Fig. 1: cell placement
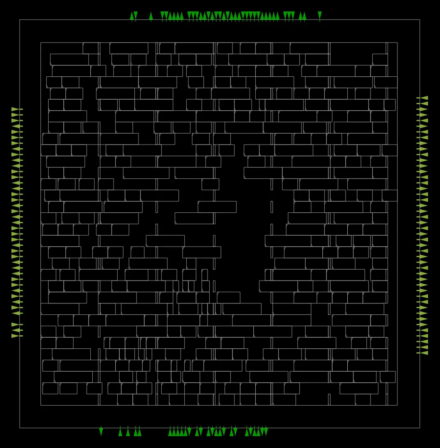
Fig. 2: metal 2
The bar under the picture is 20 um long.
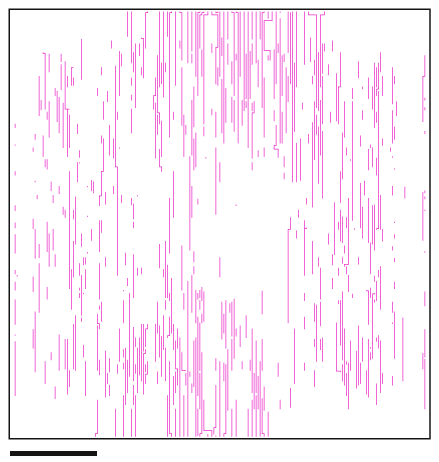
Fig. 3: where the registers sit
Other sequential cells in the stronger gray, the rest of the logic in the fainter gray.
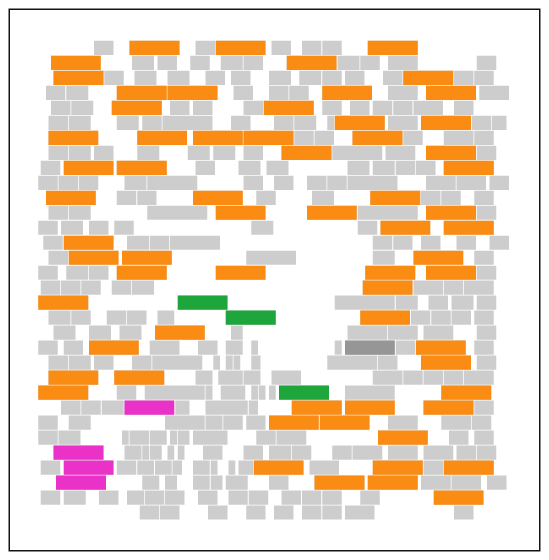
Fig. 4: wiring by layer
Two of the layers only.
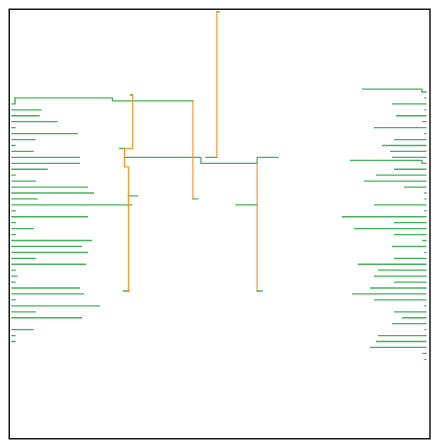
Fig. 5: port wiring
The bar under the picture is 20 um long.
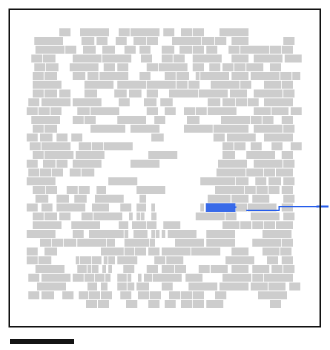
**src/rtl/branch_pkg.sv**
```systemverilog
// Shared types for the branch resolve path: branch kinds, condition codes
// and the NZCV bit positions used by the flag register.
package branch_pkg;

  typedef enum logic [2:0] {
    BR_NONE = 3'd0,
    BR_B    = 3'd1,
    BR_CBZ  = 3'd2,
    BR_CBNZ = 3'd3,
    BR_COND = 3'd4
  } br_type_t;

  typedef enum logic [3:0] {
    EQ = 4'h0, NE = 4'h1, HS = 4'h2, LO = 4'h3,
    MI = 4'h4, PL = 4'h5, VS = 4'h6, VC = 4'h7,
    HI = 4'h8, LS = 4'h9, GE = 4'hA, LT = 4'hB,
    GT = 4'hC, LE = 4'hD, AL = 4'hE, NV = 4'hF
  } cond_t;

  typedef enum logic {
    ST_IDLE   = 1'b0,
    ST_SHADOW = 1'b1
  } shadow_state_t;

  localparam int FLAG_N   = 3;
  localparam int FLAG_Z   = 2;
  localparam int FLAG_C   = 1;
  localparam int FLAG_V   = 0;
  localparam int SHADOW_W = 3;

endpackage

```
**src/rtl/cond_eval.sv**
```systemverilog
// Combinational B.cond evaluator: condition code plus stored NZCV -> taken.
module cond_eval
  import branch_pkg::*;
(
  input  logic [3:0] cond,
  input  logic [3:0] flags,
  output logic       taken
);

  logic n, z, c, v;

  always_comb begin
    n     = flags[FLAG_N];
    z     = flags[FLAG_Z];
    c     = flags[FLAG_C];
    v     = flags[FLAG_V];
    taken = 1'b1;
    case (cond)
      EQ:      taken = z;
      NE:      taken = ~z;
      HS:      taken = c;
      LO:      taken = ~c;
      MI:      taken = n;
      PL:      taken = ~n;
      VS:      taken = v;
      VC:      taken = ~v;
      HI:      taken = c & ~z;
      LS:      taken = ~(c & ~z);
      GE:      taken = (n == v);
      LT:      taken = (n != v);
      GT:      taken = ~z & (n == v);
      LE:      taken = ~(~z & (n == v));
      default: taken = 1'b1;  // AL and NV
    endcase
  end

endmodule

```
**src/rtl/branch_resolve_unit.sv**
```systemverilog
// Holds NZCV, resolves B/CBZ/CBNZ/B.cond in EX and squashes younger slots
// after a taken branch. Optional taken/not-taken counters: BRANCH_STATS_EN.
module branch_resolve_unit
  import branch_pkg::*;
#(
  parameter int FLUSH_DEPTH = 2,
  parameter int ADDR_W      = 64
) (
  input  logic              clk,
  input  logic              reset,
  input  logic              stall,
  input  logic              ex_valid,
  input  logic [2:0]        ex_br_type,
  input  logic [3:0]        ex_cond,
  input  logic              ex_set_flags,
  input  logic [3:0]        ex_alu_flags,
  input  logic              ex_reg_zero,
  input  logic [ADDR_W-1:0] ex_target,
  output logic [3:0]        flags,
  output logic              redirect,
  output logic [ADDR_W-1:0] redirect_pc,
`ifdef BRANCH_STATS_EN
  output logic [31:0]       taken_count,
  output logic [31:0]       nt_count,
`endif
  output logic              squash
);

  localparam logic [SHADOW_W-1:0] FLUSH_INIT = SHADOW_W'(FLUSH_DEPTH);

  logic [3:0]          flags_q, flags_d;
  logic [SHADOW_W-1:0] shadow_q, shadow_d;
  logic                redirect_q, redirect_d;
  logic [ADDR_W-1:0]   pc_q, pc_d;

  shadow_state_t shadow_state;
  logic          accept;
  logic          is_cond_br;
  logic          cond_true;
  logic          taken;

  cond_eval u_cond_eval (
    .cond  (ex_cond),
    .flags (flags_q),
    .taken (cond_true)
  );

  // An instruction in EX is dead while the shadow is active.
  always_comb begin
    shadow_state = (shadow_q != '0) ? ST_SHADOW : ST_IDLE;
    accept       = ex_valid & ~stall & (shadow_state == ST_IDLE);
    is_cond_br   = 1'b0;
    taken        = 1'b0;
    case (ex_br_type)
      BR_B:    taken = 1'b1;
      BR_CBZ:  begin is_cond_br = 1'b1; taken = ex_reg_zero;  end
      BR_CBNZ: begin is_cond_br = 1'b1; taken = ~ex_reg_zero; end
      BR_COND: begin is_cond_br = 1'b1; taken = cond_true;    end
      default: taken = 1'b0;
    endcase
    taken = taken & accept;
  end

  // Redirect is a single pulse and is not held by stall.
  always_comb begin
    flags_d    = flags_q;
    shadow_d   = shadow_q;
    redirect_d = 1'b0;
    pc_d       = pc_q;
    if (accept && ex_set_flags) flags_d = ex_alu_flags;
    if (taken) begin
      shadow_d   = FLUSH_INIT;
      pc_d       = ex_target;
      redirect_d = 1'b1;
    end else if (shadow_state == ST_SHADOW && !stall) begin
      shadow_d = shadow_q - 1'b1;
    end
  end

  always_ff @(posedge clk or negedge reset) begin
    if (!reset) begin
      flags_q    <= '0;
      shadow_q   <= '0;
      redirect_q <= 1'b0;
      pc_q       <= '0;
    end else begin
      flags_q    <= flags_d;
      shadow_q   <= shadow_d;
      redirect_q <= redirect_d;
      pc_q       <= pc_d;
    end
  end

  assign flags       = flags_q;
  assign redirect    = redirect_q;
  assign redirect_pc = pc_q;
  assign squash      = (shadow_state == ST_SHADOW);

`ifdef BRANCH_STATS_EN
  logic [31:0] taken_cnt_q, taken_cnt_d;
  logic [31:0] nt_cnt_q, nt_cnt_d;

  // Unconditional B is counted as taken; counters wrap naturally.
  always_comb begin
    taken_cnt_d = taken_cnt_q;
    nt_cnt_d    = nt_cnt_q;
    if (taken) taken_cnt_d = taken_cnt_q + 32'd1;
    else if (accept && is_cond_br) nt_cnt_d = nt_cnt_q + 32'd1;
  end

  always_ff @(posedge clk or negedge reset) begin
    if (!reset) begin
      taken_cnt_q <= '0;
      nt_cnt_q    <= '0;
    end else begin
      taken_cnt_q <= taken_cnt_d;
      nt_cnt_q    <= nt_cnt_d;
    end
  end

  assign taken_count = taken_cnt_q;
  assign nt_count    = nt_cnt_q;
`else
  logic unused_cond_br;
  assign unused_cond_br = is_cond_br;
`endif

endmodule

```
**config.mk**
```make
export PLATFORM = sky130hd
export DESIGN_NAME = branch_resolve_unit
export DESIGN_NICKNAME = d
export VERILOG_FILES = /design/src/rtl/branch_pkg.sv /design/src/rtl/cond_eval.sv /design/src/rtl/branch_resolve_unit.sv
export SDC_FILE = /design/constraint.sdc
export NUM_CORES = 1
export LEC_CHECK = 0
export CORE_AREA = 5 5 91 93
export CTS_BUF_LIST = sky130_fd_sc_hd__clkbuf_16
export CTS_CLUSTER_DIAMETER = 40
export CTS_CLUSTER_SIZE = 25
export DETAILED_ROUTE_END_ITERATION = 16
export DIE_AREA = 0 0 96 98
export GPL_TIMING_DRIVEN = 1
export HOLD_SLACK_MARGIN = 0.1
export PLACE_DENSITY = 0.83
export SYNTH_ARGS = -nofsm -noshare
export SYNTH_HDL_FRONTEND = slang
export SYNTH_SLANG_ARGS = --single-unit
```
**constraint.sdc**
```tcl
create_clock -name clk -period 4.4 [get_ports clk]
set_input_delay 0.88 -clock clk [delete_from_list [all_inputs] [get_ports clk]]
set_output_delay 0.88 -clock clk [all_outputs]
set_load 0.02 [all_outputs]
```
==> flow_metrics.py <==
# Physical implementation metrics
metrics = {
    "outcome": {
        "outcome": "finished, final reports clean",
    },
    "critical_path": {
        "crit_chain": "clkdlybuf4s50_1 > xor2_1 > a21oi_1 > o22ai_4 > o31ai_4 > buf_12 > mux2_2",
        "crit_path_end": "redirect_pc[35]$_DFFE_PN0P_",
        "cp.required_ps": 4600,
        "r2r_slack_ps": 1500,
        "critPathKind": "input port to flip-flop",
        "reg2regPathDepth": 7,
        "cp_max_fo": 51,
        "cp-end-kind": "flip-flop",
    },
    "logic_synthesis": {
        "yosys_area_um2": 3114,
        "synthesis.nets": 277,
        "syn-cell-area_um2": 3114,
        "synthDistinctLibCells": 26,
        "postSynthAreaPerCell_um2": 16.05,
    },
    "routing": {
        "wirelength_um": 7309,
        "drc_errors": 0,
        "antenna_left": 0,
    },
    "final_timing": {
        "rsz0062_at_grt": "false",
        "finalClockPeriodUsage_pct": 81.10,
        "max_freq_mhz": 280.2,
        "tns_ps": 0,
        "hold_viol_final": 0,
    },
    "global_routing": {
        "grt-ovfl-total": 0,
        "grt_pass1_vias": 2325,
        "antenna_found_initial": 0,
        "gr-usage-all-layers_pct": 15.95,
    },
    "power": {
        "p_comb_share_pct": 38.8,
        "p_int_mw": 2.162,
        "p_switching_mw": 0.9001,
        "seqPwrFrac_pct": 32.8,
        "switching_share_pct": 29.40,
        "pg_comb_mw": 1.19,
        "power_density_nw_per_um2": 610.6,
    },
    "die": {
        "die_w_um": 96,
        "dieArea_um2": 9408,
        "die_y_um": 98,
    },
    "cts": {
        "post-cts-setup-buffers": 0,
        "cts_root_buf": "clkbuf_16",
        "cts_max_level": 3,
        "clkSlewWorstSetupHoldPaths_ps": 60,
        "cts_resized": 0,
        "ctsLongestPathBuffers": 2,
        "cts_hold_buf": 0,
    },
    "worst_hold_path": {
        "holdCritStartpoint": "redirect_pc[22]$_DFFE_PN0P_",
        "worstHoldPathType": "flip-flop to flip-flop",
        "holdPathEnd": "redirect_pc[22]$_DFFE_PN0P_",
    },
    "place": {
        "port_buffers": 150,
        "hpwl_um": 5374,
    },
    "flow_run": {
        "warning_count": 27,
    },
}
Back to the opening pictures, Fig. 1:
CORE AREA: 7447 um2
num sequential: 72
row count: 32
fillers: 560
n_taps: 102

Back to the opening pictures, Fig. 2:
nets with wire on the layer: 402
main direction: vertical
wire length on this layer: 3,490 um

Back to the opening pictures, Fig. 3:
[green] shadow_q | flops: 3
[magenta] flags | flops: 4 | where: bottom left
[orange] redirect_pc | flops: 64 | where: all over the die
not colored: 1

Back to the opening pictures, Fig. 4:
[green] M3 | wire length: 790 um
[orange] M4 | wire length: 133 um

Back to the opening pictures, Fig. 5:
[blue] redirect | bits: 1 | direction: output | edge: right | end cells: 1 | buffers: 1 | wire: 23.8 um

final cells by class:
cell class                 instances  share of cell area (%)
clock buffer                       9                   4.491
timing repair buffer             151                   30.29
clock inverter                     6                   2.645
sequential                        72                   35.93
inverter                           6                  0.4491
multi-input combinational        108                   23.65
tap                              102                   2.545
cell families (layout without fill, tap and decap cells):
logic type	after synthesis	after routing	share of synthesized area (%)
xor+xnor	9	9	2.531
flops	72	72	57.85
fa+ha+maj	2	2	0.8034
simple gates	14	14	2.049
mux	71	71	28.85
compound gates	12	12	3.857
buf+inv	14	172	4.058
metal layers:
metal / GRT usage [%] / up-vias / wire (um)
met3: 6.394 / 12 / 789
met2: 25.76 / 95 / 3487
met4: 6.018 / 0 / 132
met5: 0 / - / 0
met1: 18.87 / 1012 / 2899
li1: - / 986 / -
synthesized netlist by cell type, drive strengths merged:
master / n / share of area (%)
xor2: 5 / 1.4
a22oi: 1 / 0.24
buf: 8 / 3.3
xnor2: 4 / 1.1
a31o: 1 / 0.28
mux2: 69 / 28
nor2b: 1 / 0.20
a2bb2oi: 1 / 0.28
dfrtp: 72 / 58
o41ai: 1 / 0.28
o31ai: 1 / 0.68
ha: 2 / 0.80
mux2i: 2 / 0.64
o22ai: 3 / 1.0
nor2: 5 / 0.60
inv: 6 / 0.72
a21oi: 3 / 0.48
and2: 2 / 0.40
nand2: 5 / 0.60
o211a: 1 / 0.56
nor3b: 1 / 0.24
per-stage QoR:
stage                     cell area [um2]  utilization (%)  hold slack, ps  cells  total power [mW]
final                                5015            67.34           502.6    454             3.062
after global routing                 5015            67.34           510.5    454             3.217
after CTS                            5015            67.34           505.1    454             3.109
after detailed placement             4657            62.53           492.0    439             2.215
after global placement               4657            62.53           486.1    439             2.187
after floorplan                      3114                -           527.7    194             1.626
Power figures rest on the tool's default switching activity, not on a simulated workload.
